**Clock nets**

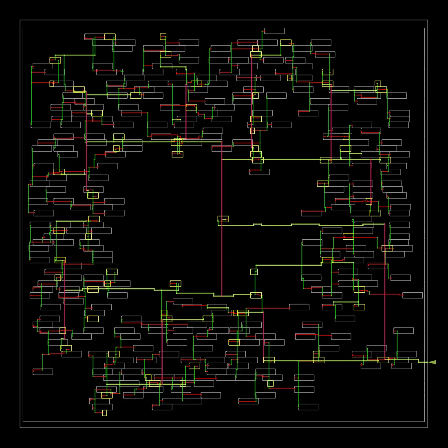
**Wiring heat map**

38 x 38 tiles, from white (low) to dark blue (high), scaled to the fullest tile. Values are wire area over tile area, all layers added.
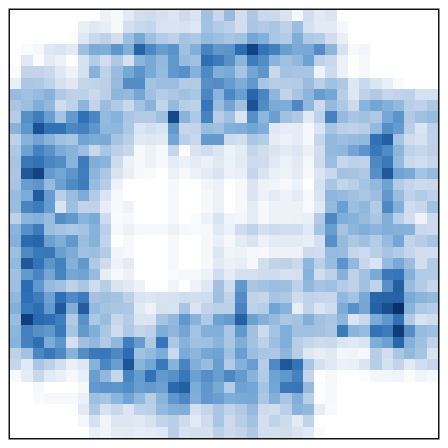
**Layout detail**

The bar under the picture is 5 um long. Window x 84 to 104, y 122 to 142 um. Cells in gray, sequential cells in the stronger gray; small squares are vias.
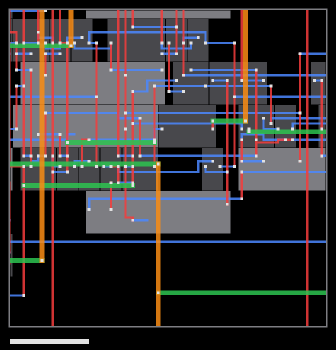
**Logic cells by family**

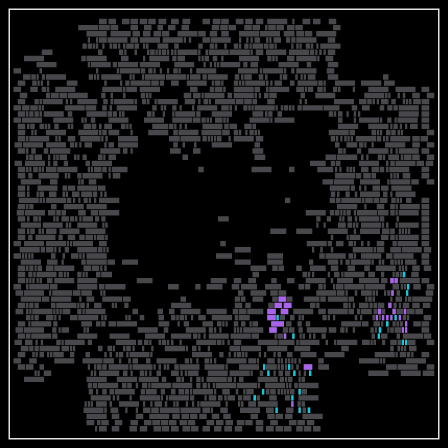
File: config.mk
export PLATFORM = sky130hd
export DESIGN_NAME = demux_1to8_32b_reg
export DESIGN_NICKNAME = d
export VERILOG_FILES = /design/src/rtl/demux_1to8_32b_reg_pkg.sv /design/src/rtl/demux_chan_reg_32b.sv /design/src/rtl/demux_1to8_32b_reg.sv
export SDC_FILE = /design/constraint.sdc
export NUM_CORES = 1
export LEC_CHECK = 0
export ABC_AREA = 1
export CAP_MARGIN = 10
export CORE_UTILIZATION = 35
export CTS_BUF_LIST = sky130_fd_sc_hd__clkbuf_4 sky130_fd_sc_hd__clkbuf_8
export CTS_CLUSTER_DIAMETER = 50
export DETAILED_ROUTE_END_ITERATION = 6
export GPL_ROUTABILITY_DRIVEN = 0
export PLACE_DENSITY = 0.72
export SYNTH_ARGS = -nofsm -noshare
export SYNTH_HDL_FRONTEND = slang
export SYNTH_SLANG_ARGS = --single-unit
File: constraint.sdc
create_clock -name clock -period 2 [get_ports clock]
set_input_delay 0.2 -clock clock [delete_from_list [all_inputs] [get_ports clock]]
set_output_delay 0.2 -clock clock [all_outputs]
set_load 0.005 [all_outputs]
File: src/rtl/demux_1to8_32b_reg_pkg.sv
// Shared constants and helpers for the 1-to-8 registered demultiplexer.
//   DATA_W  : default width of each routed data word
//   NUM_CH  : number of output channels
//   SEL_W   : width of the channel select
//   CNT_W_DFLT : default width of the transfer counter
package demux_1to8_32b_reg_pkg;

  localparam int DATA_W     = 32;
  localparam int NUM_CH     = 8;
  localparam int SEL_W      = 3;
  localparam int CNT_W_DFLT = 16;

  typedef logic [SEL_W-1:0]  sel_t;
  typedef logic [NUM_CH-1:0] ch_mask_t;

  // Decode a channel number into a one-hot channel mask.
  function automatic ch_mask_t sel_onehot(input sel_t sel);
    ch_mask_t mask;
    mask      = '0;
    mask[sel] = 1'b1;
    return mask;
  endfunction

endpackage

File: src/rtl/demux_chan_reg_32b.sv
// Single-entry holding register for one demux output channel.
// Ports:
//   clock, reset_n : clock and asynchronous active-low reset
//   load, load_data: write a new word (wins over a simultaneous pop)
//   pop            : downstream ready; consumes the word when valid is high
//   data, valid    : held word and its valid flag
// The caller only asserts load when the entry is empty or being popped.
module demux_chan_reg_32b
  import demux_1to8_32b_reg_pkg::*;
#(
  parameter int DATA_W = demux_1to8_32b_reg_pkg::DATA_W
) (
  input  logic              clock,
  input  logic              reset_n,
  input  logic              load,
  input  logic [DATA_W-1:0] load_data,
  input  logic              pop,
  output logic [DATA_W-1:0] data,
  output logic              valid
);

  // NOTE: the data register is reset along with valid because the outputs
  // must read zero during reset; a pure datapath register would not need it.
  always_ff @(posedge clock or negedge reset_n) begin
    if (!reset_n) begin
      // NOTE: sequential state uses non-blocking assignments so every
      // register samples the pre-edge values regardless of statement order.
      data  <= '0;
      valid <= 1'b0;
    end else if (load) begin
      // Load takes priority over pop, giving back-to-back flow with no bubble.
      data  <= load_data;
      valid <= 1'b1;
    end else if (pop && valid) begin
      // Data is left as-is after a pop; only the valid flag drops.
      valid <= 1'b0;
    end
  end

endmodule

File: src/rtl/demux_1to8_32b_reg.sv
// 1-to-8 registered demultiplexer with per-channel valid/ready handshakes.
// Ports:
//   clock, reset_n       : clock and asynchronous active-low reset
//   in_data/in_sel       : word and destination channel offered upstream
//   in_valid/in_ready    : upstream handshake; in_ready depends only on the
//                          addressed channel's state, never on in_valid
//   out0..out7           : per-channel held data
//   out_valid/out_ready  : per-channel downstream handshakes
//   xfer_count           : number of accepted words since reset (wraps)
module demux_1to8_32b_reg
  import demux_1to8_32b_reg_pkg::*;
#(
  parameter int DATA_W = demux_1to8_32b_reg_pkg::DATA_W,
  parameter int CNT_W  = CNT_W_DFLT
) (
  input  logic              clock,
  input  logic              reset_n,
  input  logic [DATA_W-1:0] in_data,
  input  logic [SEL_W-1:0]  in_sel,
  input  logic              in_valid,
  output logic              in_ready,
  output logic [DATA_W-1:0] out0,
  output logic [DATA_W-1:0] out1,
  output logic [DATA_W-1:0] out2,
  output logic [DATA_W-1:0] out3,
  output logic [DATA_W-1:0] out4,
  output logic [DATA_W-1:0] out5,
  output logic [DATA_W-1:0] out6,
  output logic [DATA_W-1:0] out7,
  output logic [NUM_CH-1:0] out_valid,
  input  logic [NUM_CH-1:0] out_ready,
  output logic [CNT_W-1:0]  xfer_count
);

  logic              accept;
  ch_mask_t          load_en;
  logic [DATA_W-1:0] chan_data [NUM_CH];

  // The addressed channel can take a word if it is empty or draining now;
  // a full, stalled channel blocks only words addressed to it.
  assign in_ready = !out_valid[in_sel] || out_ready[in_sel];
  assign accept   = in_valid && in_ready;

  // NOTE: every signal driven in always_comb gets a default first so no
  // path through the block leaves it unassigned, which would infer a latch.
  always_comb begin
    load_en = '0;
    if (accept) begin
      load_en = sel_onehot(in_sel);
    end
  end

  for (genvar k = 0; k < NUM_CH; k++) begin : g_chan
    demux_chan_reg_32b #(
      .DATA_W(DATA_W)
    ) u_chan (
      .clock    (clock),
      .reset_n  (reset_n),
      .load     (load_en[k]),
      .load_data(in_data),
      .pop      (out_ready[k]),
      .data     (chan_data[k]),
      .valid    (out_valid[k])
    );
  end

  // Free-running accept counter; natural binary overflow gives the wrap.
  always_ff @(posedge clock or negedge reset_n) begin
    if (!reset_n) begin
      xfer_count <= '0;
    end else if (accept) begin
      xfer_count <= xfer_count + CNT_W'(1);
    end
  end

  assign out0 = chan_data[0];
  assign out1 = chan_data[1];
  assign out2 = chan_data[2];
  assign out3 = chan_data[3];
  assign out4 = chan_data[4];
  assign out5 = chan_data[5];
  assign out6 = chan_data[6];
  assign out7 = chan_data[7];

endmodule

==> CHANGELOG.md <==
## Flow update

- Chip Area: about 36,000 um2
- Simple-Gate Fraction of Synth Area: between 30% and 40%
- NetSw: roughly 5.2 mW
- GRT Util Overall: between 20% and 30%
- Most common cell on crit path: nand3_1
- Largest fanout on the critical path: 7
- Clk sinks: 280
- Family with the most delay on the worst path: buffers and inverters
- Max-slew headroom: a little under three fifths
- Setup_tns: 0 ps
- Synth Net Count: 1,431
- Internal power: 12.3 mW
- Root Driver: clkbuf_8
- Final worst path period need: ~1800 ps
- CP required: 1800 ps
- Die width: between 150 and 200 um
- Total power: 17.5 mW
- Crit Path Class: input port to output pin
- Layout area overhead: 40.3%
- Net Sw Frac: between 20 and 30%
- Stage-log warning count: 26
- First-pass GRT wire length: 66.3 mm
- Post-route ant nets: 0
- Max-cap violation count: 0
- CTS max path bufs: 3
- Post-Syn Area: between 10,000 and 15,000 um2
- Buffers and inverters on the worst path: 3
- Post-synth seq share: between 50% and 60%
- CP arrival: between 1500 and 2000 ps
- Slowest cell on crit path: clkdlybuf4s50_1
- Post-synth regs: ~280
- Leakage: between 8 and 9 nW
- R2R Setup Slk: roughly 220 ps
- Status: finished, final reports clean
- DPL Wire Length: 29.0 mm
- Comb power frac: approximately 28%
- Adder share: 0.103%
- DRC violations left: 0
- Finish-stage setup viols: 0
- Cells after DPL: a little over 2,000
- Clk pwr share: around 28%
Back to the opening pictures, 'clock nets':
FF+latch count: 280
clock-net power: 4.89 mW
Num CTS Buffers: 48
clkbuf count: 67

Back to the opening pictures, 'wiring heat map':
The emptiest ninth of the die: center. 14% of the tiles are nearly empty. The mean over all tiles is 0.20. The fullest tile reaches 0.67. 19% of the tiles are over half the peak.

Back to the opening pictures, 'layout detail':
Key: red = M2; green = M3; orange = M4; blue = M1
21 logic cells have their middle in the window. Netlist names of flops here include g_chan.u_chan.data (4). Sequential cells in the window: 4. Most frequent: nand2_1 (9), nand4_1 (5), dfrtp_1 (4).

Back to the opening pictures, 'logic cells by family':
Key: cyan = inv cells [cells 23]; purple = nor cells [cells 26, where lower right]
dominant logic cell type in the layout: nand2_1
Comb/total area: 25.7%
final std cells w/o fill: 2,155

cell families (layout without fill, tap and decap cells):
| kind of cell | Yosys count | in the layout |
|---|---|---|
| AOI/OAI and AO/OA | 11 | 11 |
| xor gates and xnor gates | 14 | 14 |
| adders and majority gates | 1 | 1 |
| buffers and inverters | 178 | 501 |
| DFF | 280 | 280 |
| and+or+nand+nor | 900 | 900 |
state kept, by name (all words and copies together), names as in the netlist:
register	cells
g_chan.u_chan.data	256
xfer_count	16
g_chan.u_chan.valid	8
power by group through the flow:
stage / combinational (mW) / clock (mW) / sequential [mW]
finish: 4.87 / 4.89 / 7.74
global route: 5.30 / 5.25 / 7.87
CTS: 4.90 / 5.02 / 7.74
detailed placement: 4.88 / 0 / 7.80
global placement: 4.79 / 0 / 7.77
floorplan: 1.42 / 0 / 7.75
routing by layer:
| layer | wire [um] | track usage, % | up-vias |
|---|---|---|---|
| met4 | 1270 | 8.53 | 0 |
| met1 | 16700 | 29.8 | 5737 |
| met2 | 20500 | 39.3 | 581 |
| met5 | 0 | 0 | - |
| li1 | - | - | 5206 |
| met3 | 4300 | 6.31 | 85 |
final cells by class:
cell class / instances / area [um2]
clock buffers: 67 / 828
clock inverters: 8 / 48.8
fillers: 3104 / 16800
inverters: 23 / 86.3
multi-input cells: 926 / 4400
flip-flops and latches: 280 / 7010
well taps: 448 / 561
repair buffers: 403 / 4170
path summary, 6_finish.rpt:
path,startpoint,endpoint
max,in_sel[0],in_ready
min,in_valid,xfer_count[11]
max reg2reg,g_chan[1].u_chan.valid,g_chan[0].u_chan.data[18]
min reg2reg,g_chan[3].u_chan.data[13],g_chan[3].u_chan.data[13]
max in group asynchronous,reset_n,g_chan[7].u_chan.data[18]
min in group asynchronous,reset_n,g_chan[4].u_chan.data[30]
cells in the final DEF (no fill, tap or decap), types with 5 or more instances in the layout:
cell	instances
clkinv_2	5
clkbuf_4	15
inv_1	20
nor2_1	12
xnor2_1	6
nand4_1	260
o21ai_0	10
clkbuf_8	52
buf_12	26
dfrtp_1	280
nand2_1	579
nand3_2	8
xor2_1	8
buf_4	50
nor3_2	5
nor3_1	5
nand3_1	24
clkdlybuf4s50_1	323
stage by stage:
step	worst slack, ps	cell area (um2)
floorplan	483	12200
global placement	-276	16200
detailed placement	-295	16200
CTS	26.5	17100
global route	69.3	17100
finish	158	17100
worst register-to-register path, stage by stage, from the launching register on:
cell and delay, ps:
dfrtp_1 400, nand2_1 110, o21ai_2 80, nand2_1 60, nand2_1 50, nand2_1 70
nand2_2 90, nand2_8 90, buf_12 150, buf_12 300, nand4_1 240, nand2_1 100
cells in the mapped netlist, drive strengths merged:
| master | instances |
|---|---|
| xor2 | 8 |
| nor3 | 11 |
| xnor2 | 6 |
| ha | 1 |
| nor2 | 15 |
| inv | 23 |
| nand4 | 260 |
| clkbuf | 96 |
| nand3b | 1 |
| dfrtp | 280 |
| buf | 59 |
| nand2 | 581 |
| o21ai | 11 |
| nand3 | 32 |
repair_timing:
action | in CTS | in global routing
hold buffers | 1 | 0
hold endpoints to repair | 54 | 0
endpoints found under the setup margin | 1 | 1
gates resized | 6 | 1
Power is estimated from default activity; no workload was simulated.
